==> src/rtl/systolic_pkg.sv <==
// Shared definitions for the systolic array front-end blocks.
package systolic_pkg;

    typedef enum logic [1:0] {
        IDLE   = 2'd0,
        STREAM = 2'd1,
        FLUSH  = 2'd2,
        DONE   = 2'd3
    } feeder_state_t;

    localparam int SA_DATA_WIDTH = 8;
    localparam int SA_ROWS       = 4;

    // Width of a counter that must hold values up to rows-1 (at least 1 bit).
    function automatic int flush_count_width(input int rows);
        return (rows < 2) ? 1 : $clog2(rows);
    endfunction

endpackage

==> src/rtl/skew_delay_line.sv <==
// Fixed-depth register pipeline carrying one activation lane plus its valid bit.
module skew_delay_line #(
    parameter int DEPTH      = 1,
    parameter int DATA_WIDTH = 8
) (
    input  logic                  clk,
    input  logic                  rst_n,
    input  logic [DATA_WIDTH-1:0] lane_data,
    input  logic                  lane_valid,
    output logic [DATA_WIDTH-1:0] tap_data,
    output logic                  tap_valid
);

    logic [DATA_WIDTH-1:0] data_reg  [DEPTH];
    logic                  valid_reg [DEPTH];
    logic [DATA_WIDTH-1:0] stage_data  [DEPTH];
    logic                  stage_valid [DEPTH];

    // Each stage is fed by the lane input (stage 0) or by the previous stage.
    genvar gi;
    generate
        for (gi = 0; gi < DEPTH; gi++) begin : g_stage
            if (gi == 0) begin : g_head
                assign stage_data[gi]  = lane_data;
                assign stage_valid[gi] = lane_valid;
            end else begin : g_tail
                assign stage_data[gi]  = data_reg[gi-1];
                assign stage_valid[gi] = valid_reg[gi-1];
            end
        end
    endgenerate

    // Advance every stage each cycle; clear the whole line on reset.
    always_ff @(posedge clk) begin
        if (!rst_n) begin
            for (int i = 0; i < DEPTH; i++) begin
                data_reg[i]  <= '0;
                valid_reg[i] <= 1'b0;
            end
        end else begin
            for (int i = 0; i < DEPTH; i++) begin
                data_reg[i]  <= stage_data[i];
                valid_reg[i] <= stage_valid[i];
            end
        end
    end

    assign tap_data  = data_reg[DEPTH-1];
    assign tap_valid = valid_reg[DEPTH-1];

endmodule

==> src/rtl/systolic_skew_feeder.sv <==
// Left-edge feeder: accepts activation vectors, skews them diagonally across
// rows, flushes after the last vector and pulses done for the array controller.
module systolic_skew_feeder
    import systolic_pkg::*;
#(
    parameter int DATA_WIDTH = SA_DATA_WIDTH,
    parameter int ROWS       = SA_ROWS
) (
    input  logic                       clk,
    input  logic                       rst_n,
    input  logic                       in_valid,
    output logic                       in_ready,
    input  logic [ROWS*DATA_WIDTH-1:0] in_data,
    input  logic                       in_last,
    output logic [ROWS*DATA_WIDTH-1:0] out_data,
    output logic [ROWS-1:0]            out_valid,
    output logic                       busy,
    output logic                       done
);

    localparam int             CW         = flush_count_width(ROWS);
    localparam logic [CW-1:0]  FLUSH_LOAD = CW'(ROWS - 1);
    localparam logic [CW-1:0]  COUNT_ONE  = CW'(1);

    feeder_state_t             state_reg, state_next;
    logic [CW-1:0]             count_reg, count_next;
    logic                      busy_reg, busy_next;
    logic                      done_reg, done_next;
    logic                      accept;
    logic [ROWS*DATA_WIDTH-1:0] lane_data;

    // Ready depends on state only, so there is no path from in_valid.
    assign in_ready  = (state_reg == IDLE) || (state_reg == STREAM);
    assign accept    = in_valid && in_ready;
    // Non-accepted cycles inject zero-valued bubbles into every row.
    assign lane_data = accept ? in_data : '0;

    // Next-state, flush counter and registered status flags.
    always_comb begin
        state_next = state_reg;
        count_next = count_reg;
        case (state_reg)
            IDLE, STREAM: begin
                if (accept) begin
                    if (in_last) begin
                        if (ROWS == 1) begin
                            state_next = DONE;
                        end else begin
                            state_next = FLUSH;
                            count_next = FLUSH_LOAD;
                        end
                    end else begin
                        state_next = STREAM;
                    end
                end
            end
            FLUSH: begin
                // Leaving on the edge where the count reaches zero lines done
                // up with the last row's final valid sample.
                count_next = count_reg - COUNT_ONE;
                if (count_reg == COUNT_ONE) begin
                    state_next = DONE;
                end
            end
            DONE: begin
                state_next = IDLE;
            end
            default: begin
                state_next = IDLE;
            end
        endcase
        busy_next = (state_next == STREAM) || (state_next == FLUSH);
        done_next = (state_next == DONE);
    end

    // State, counter and status registers.
    always_ff @(posedge clk) begin
        if (!rst_n) begin
            state_reg <= IDLE;
            count_reg <= '0;
            busy_reg  <= 1'b0;
            done_reg  <= 1'b0;
        end else begin
            state_reg <= state_next;
            count_reg <= count_next;
            busy_reg  <= busy_next;
            done_reg  <= done_next;
        end
    end

    assign busy = busy_reg;
    assign done = done_reg;

    // Row r gets a delay line of depth r+1.
    genvar gi;
    generate
        for (gi = 0; gi < ROWS; gi++) begin : g_row
            skew_delay_line #(
                .DEPTH      (gi + 1),
                .DATA_WIDTH (DATA_WIDTH)
            ) u_line (
                .clk        (clk),
                .rst_n      (rst_n),
                .lane_data  (lane_data[gi*DATA_WIDTH +: DATA_WIDTH]),
                .lane_valid (accept),
                .tap_data   (out_data[gi*DATA_WIDTH +: DATA_WIDTH]),
                .tap_valid  (out_valid[gi])
            );
        end
    endgenerate

endmodule

==> config.mk <==
export PLATFORM = sky130hd
export DESIGN_NAME = systolic_skew_feeder
export DESIGN_NICKNAME = d
export VERILOG_FILES = /design/src/rtl/systolic_pkg.sv /design/src/rtl/skew_delay_line.sv /design/src/rtl/systolic_skew_feeder.sv
export SDC_FILE = /design/constraint.sdc
export NUM_CORES = 1
export LEC_CHECK = 0
export CAP_MARGIN = 5
export CORE_ASPECT_RATIO = 0.6
export CORE_UTILIZATION = 47
export DETAILED_ROUTE_END_ITERATION = 8
export PLACE_DENSITY = 0.78
export SLEW_MARGIN = 20
export SYNTH_ARGS = -nofsm -noshare
export SYNTH_HDL_FRONTEND = slang
export SYNTH_SLANG_ARGS = --single-unit
==> constraint.sdc <==
create_clock -name clk -period 1.6 [get_ports clk]
set_input_delay 0.16 -clock clk [delete_from_list [all_inputs] [get_ports clk]]
set_output_delay 0.16 -clock clk [all_outputs]
set_load 0.02 [all_outputs]
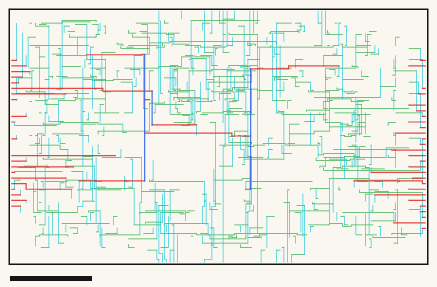
Figure 1: run 1, signal wires by layer.
Scale bar: 20 um.
green -> M1  # wire length 1,690 um
red -> M3  # wire length 351 um
blue -> M4  # wire length 68.0 um
cyan -> M2  # wire length 1,730 um

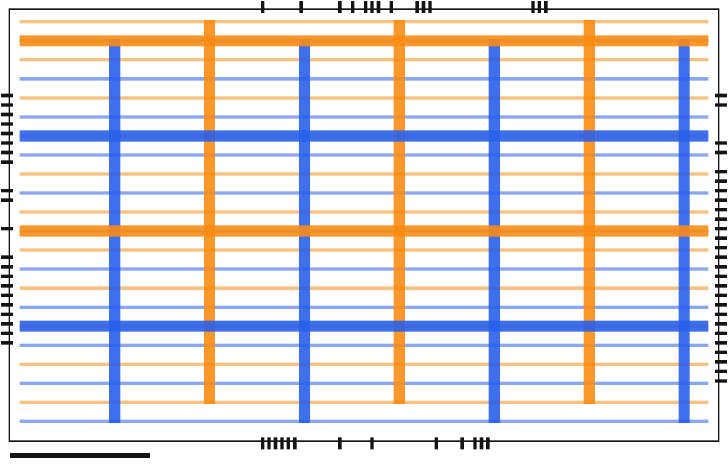
Figure 2: run 1, floorplan with the power grid.
Scale bar: 20 um. Pins as bars on the die edge.
orange -> VDD
blue -> VSS
met1 rails = 22
met5 straps = 4
rows = 21

==> results_slide.txt, run 1 <==
Key Metrics from the Run

Run status
  – Status: complete, no violations

Synthesis
  – Max-area cell share: 67.8%
  – Synth Seq Share: 67.8%
  – Syn nets: 268
  – Avg Inst Size Synth: 12.1 um^2
  – Largest logic family: simple AND/OR/NAND/NOR gates
  – Yosys cell count: 230
  – Fa+ha+maj area frac: 0.902%
  – Cell count after synthesis: 230
  – Most common cell in the netlist: dfxtp_1
  – Compound-Gate Fraction of Synth Area: 1.40%
  – Yosys warns: 0
  – Cell taking the most area after synthesis: dfxtp_1
  – Area fraction in mux cells: 0%
  – Synth top cells by count: 94 x dfxtp_1, 90 x and2_1, 20 x buf_4
  – Ys flops: 94
  – Yosys simple share: 21.9%

Placed design
  – Detailed Place HPWL: 2.51 mm
  – DP Area: 3420 um^2
  – PortBufs: 74
  – Post-Place Worst Slack: 38.8 ps

Final layout
  – Antenna cells: 0
  – Layout Utilization: 64.2%
  – Fin cells: 373
  – Fill cell count: 481
  – Most frequent cells in the layout: 94 x dfxtp_1, 90 x and2_1, 72 x clkdlybuf4s50_1, 10 x clkbuf_8, 3 x inv_1
  – Nets: 326
  – Area grow syn2layout: 30.2%
  – Commonest non-fill, non-tap cell in the layout: dfxtp_1

Clock tree
  – Cts bufs inserted: 9
  – Worst-skew pair later-pin latency: 360 ps
  – Setup Buffers After CTS: 0
  – Clock Tree Root: clkbuf_8
  – H-tree levels: 3

STA
  – Final setup vio count: 0
  – Worst setup margin: 113 ps
  – Sum Neg Setup Slack: 0 ps
  – Worst Clk Skew: 7.30 ps
  – Hold slack: 196 ps
  – Final Hold Fails: 0
  – Max-slew violation count: 0
  – Worst-Margin Slew: 307 ps
  – Tmin final: 1490 ps
  – Max Freq: 672 MHz

Hold path
  – Hold EP: count_reg[1]$_SDFFE_PN0P_
  – Hold Crit Class: input port to register

Floorplan
  – Floorplan Utilization: 49.4%
  – Row Count: 21
  – Die area: 6230 um^2
  – CORE AREA: 5620 um^2

Global routing
  – Gr ovfl total: 0
  – Vias in the first global route: 1,334
  – Tot GR Track Use: 13.5%
  – Largest net degree at the start of global routing: 45
  – First-pass GRT wire length: 5.92 mm

Drt
  – WL final: 3.84 mm
  – DRC: 0
  – Initial DRC Count: 26
  – Drt first pass iters: 3
  – Vias: 1,546

Worst setup path
  – Worst path cell trace: clkdlybuf4s50_1
  – CP endpoint: out_valid[1]
  – Crit path largest cell delay: 620 ps
  – CP Depth: 1
  – Worst-case reg-to-reg path depth: 4
  – CP Launch Type: register
  – R2R Setup Slk: 380 ps
  – CP Data Required Time: 1440 ps
  – Worst Setup End Kind: primary output
  – Worst-path fanout max: 2
  – Worst Setup SP: g_row[2].u_line.valid_reg[0][1]$_SDFF_PN0_
  – Crit path max-delay family: buffers and inverters

Run
  – Max-cap violations: 0

Power
  – Max rail drop VDD: 0.000545 V
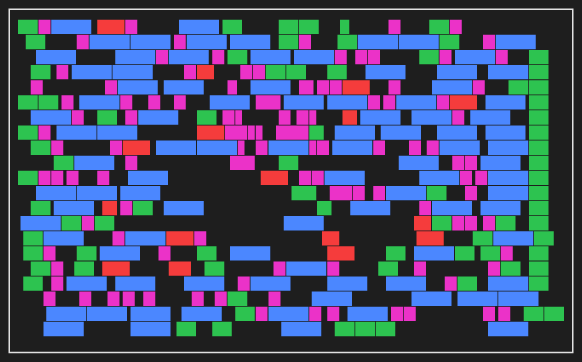
Figure 3: run 1, cells colored by class.
blue -> registers  # cells 94
red -> clock drivers and dummy loads  # cells 16
green -> remaining buffers and delay cells  # cells 76
magenta -> remaining logic cells  # cells 107

## run 1: power by group
group	switching [mW]	leakage, nW	internal, mW
Clock	0.831	0.0914	0.631
Sequential	0.0200	0.766	2.42
Combinational	0.117	0.606	0.176
## run 1: layout make-up
class                   count  area, um^2  share of cell area, %
repair buffers             76         753                   20.9
clock buffers              10         138                   3.81
flip-flops and latches     94        1880                   52.1
multi-input cells         103         672                   18.6
clock inverters             6        52.6                   1.45
well taps                  80         100                   2.77
inverters                   4        15.0                  0.416
## run 1: metal layers
metal  vias to the layer above  share of wire (%)  global-route usage, %
li1                        796                  -                      -
met1                       685                 44                   13.9
met2                        56                 45                   22.5
met3                         9                9.1                   8.06
met4                         0                1.8                   6.83
met5                         -                  0                      0
==> run 2: changes to the inputs <==
Settings changed: CORE_UTILIZATION 47 to 42, PLACE_DENSITY 0.78 to 0.74, SKIP_CTS_REPAIR_TIMING set to 1, SLEW_MARGIN 20 to 15.
Clock period 1.6 ns to 1.23 ns, I/O delays scaled along.
==> run 2 against run 1 <==
Cell count increased by 2.1%. Wire length rose by 4.5%. Via count is 0.84% higher. Hold slack gained 82 ps. Largest power group unchanged. Global-route usage is 0.67 points lower. Clock power rose by 21%. Largest cell class unchanged. Highest routed layer unchanged. Final area grew 4.1%. Power grew 27%. Worst setup slack got worse by 61 ps.
==> results_slide.txt, run 2 <==
Key Metrics from the Run

Run status
  – Status: complete, no violations

Power
  – Leak Pwr: 2.16 nW
  – P_int: 4.17 mW
  – Sequential share of power: 59.4%
  – Pwr Density: 1420 nW/um^2
  – Combinational power: 0.403 mW
  – Max rail drop VDD: 0.000740 V
  – Comb pwr share: 7.5%
  – Switching Fraction: 21.9%
  – P_sw: 1.17 mW
  – Total power: 5.34 mW
  – Sequential power: 3.17 mW
  – Pwr top: sequential cells

Synthesis
  – Syn nets: 268
  – Ys flops: 94
  – Main flop type: dfxtp_1
  – Cell count after synthesis: 230
  – Yosys cell count: 230
  – Area reported by Yosys stat: 2780 um^2
  – Yosys warns: 0
  – Distinct lib cells: 18
  – Most common cell in the netlist: dfxtp_1
  – Async S/R FF share, synth: 0%
  – Largest logic family: simple AND/OR/NAND/NOR gates
  – Cell taking the most area after synthesis: dfxtp_1
  – EDFF count, synth: 0
  – Compound-Gate Fraction of Synth Area: 1.40%
  – Synth top cells by count: 94 x dfxtp_1, 90 x and2_1, 20 x buf_4
  – Synth Seq Share: 67.8%
  – Yosys simple share: 21.9%
  – Area fraction in xor and xnor cells: 0%
  – Area fraction in mux cells: 0%
  – Avg Inst Size Synth: 12.1 um^2
  – Cell area after synthesis: 2780 um^2
  – Fa+ha+maj area frac: 0.902%
  – Max-area cell share: 67.8%

Final layout
  – Clk tree area frac: 4.59%
  – Final Instance Area: 3760 um^2
  – FF+latch count: 94
  – Area-dominant class: registers
  – Area grow syn2layout: 35.5%
  – Comb area: 672 um^2
  – Antenna cells: 0
  – Nets: 331
  – Sequential cell area share: 50.1%
  – Register area: 1880 um^2
  – Layout inverter count without the clock tree: 4
  – Most frequent cells in the layout: 92 x dfxtp_1, 90 x and2_1, 39 x dlymetal6s2s_1, 34 x clkdlybuf4s50_1, 10 x clkbuf_8
  – Commonest non-fill, non-tap cell in the layout: dfxtp_1
  – Non-clock buffers: 81
  – Fill cell count: 521
  – Mi-comb count: 103
  – Max reg flops: 80
  – Signal buf overhead: 24.2%
  – Logic share of the area: 17.9%
  – Clock buf count: 10

Clock tree
  – H-tree levels: 3
  – Cts bufs inserted: 9
  – Longest Clk Path Bufs: 2
  – Clock sink total: 94
  – CTS tree: built
  – Clock Tree Root: clkbuf_8

Floorplan
  – Floorplan Utilization: 44.4%
  – Row Count: 22
  – Die Height: 65.0 um
  – Tapcells: 84
  – Width of the die: 107 um
  – CORE AREA: 6250 um^2
  – Die area: 6950 um^2

Hold path
  – Hold EP: g_row[0].u_line.valid_reg[0]$_DFF_P_
  – Hold Crit Start: rst_n
  – Hold-critical path depth: 3
  – Hold Crit Class: input port to register

Worst setup path
  – Worst Setup SP: count_reg[1]$_SDFFE_PN0P_
  – Worst-path fanout max: 2
  – CP Depth: 6
  – CP Data Required Time: 1460 ps
  – Crit path largest cell delay: 330 ps
  – CP Launch Type: register
  – CP endpoint: busy$_SDFF_PN0_
  – Worst path cell trace: inv_1, ha_1, inv_1, o32ai_2, ha_1, and2_1
  – CP arrival: 1410 ps
  – Crit path max-delay family: adder cells
  – Reg2reg start: count_reg[1]$_SDFFE_PN0P_
  – Worst Setup End Kind: register
  – R2R Setup Slk: 50 ps
  – Worst-case reg-to-reg path depth: 6
  – Crit Path Class: register to register
  – Critical path buffers and inverters: 2

Drt
  – DRC: 0
  – Initial DRC Count: 37
  – Drt first pass iters: 4
  – WL final: 4.01 mm
  – Vias: 1,559
  – Via density: 4.09

STA
  – Final Hold Fails: 0
  – Final setup vio count: 0
  – Slew HR: 82.9%
  – Worst-Margin Slew: 256 ps
  – Tmin final: 1180 ps
  – Max Freq: 849 MHz
  – RSZ-0062 raised after global routing: false
  – Max-slew violation count: 0

Run
  – Max-cap violations: 0

Global routing
  – Largest net degree at the start of global routing: 34
  – Gr ovfl total: 0
  – First-pass GRT wire length: 6.57 mm
  – Vias in the first global route: 1,444
  – Antenna violations before repair: 0

Placed design
  – DP Area: 3490 um^2
  – PortBufs: 74
  – Placer Congestion: 0.776
  – Detailed Place HPWL: 2.59 mm
run 2: metrics by stage:
| stage | hold slack, ps | instances | TNS, ps | utilization [%] | setup slack (ps) |
|---|---|---|---|---|---|
| floorplan | 245 | 230 | 0 | - | 69.3 |
| global placement | 411 | 366 | -3230 | 55.8 | -263 |
| detailed placement | 418 | 366 | -3690 | 55.8 | -303 |
| CTS | 265 | 381 | -6820 | 58.6 | -288 |
| global route | 269 | 381 | 0 | 60.2 | 5.60 |
| finish | 277 | 381 | 0 | 60.2 | 51.8 |
run 2: tightest hold or removal path, stage by stage:
cell and delay, ps:
buf_2 100, and3_4 220, buf_12 130
run 2: per-layer routing:
metal	track usage, %	wire, um	vias up
met5	0	0	-
met4	5.65	19	0
met3	6.64	392	5
met2	19.8	1740	62
met1	14.9	1860	686
li1	-	-	806
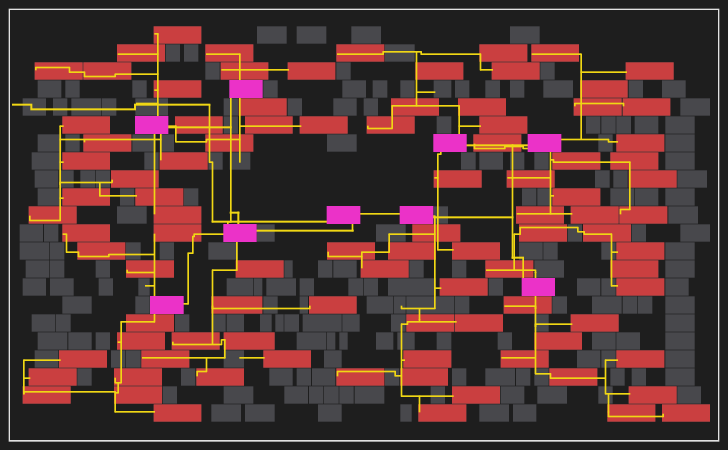
Figure 4: run 2, routed clock nets over the placement.
red -> flip-flops  # count 94
magenta -> clock-net drivers  # count 9
yellow -> clock wires  # length 934 um
flops lie = widely spread
routed clock nets = 10
Worst Clk Skew: 7.83 ps
part of the power in the clock network: 33.1%
worst-skew pair later-pin latency: 340 ps
clock group power: 1.77 mW

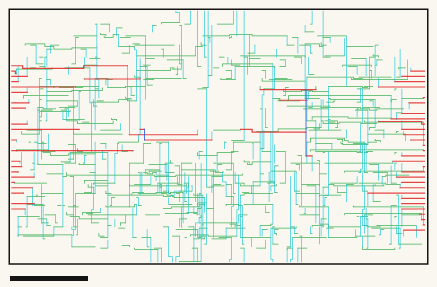
Figure 5: run 2, signal wires by layer.
Scale bar: 20 um.
blue -> M4  # wire length 19.7 um
cyan -> M2  # wire length 1,740 um
red -> M3  # wire length 393 um
green -> M1  # wire length 1,860 um
DR WL/cell: 10.5 um
Tot GR Track Use: 12.8%

Power and IR drop assume default switching activity.
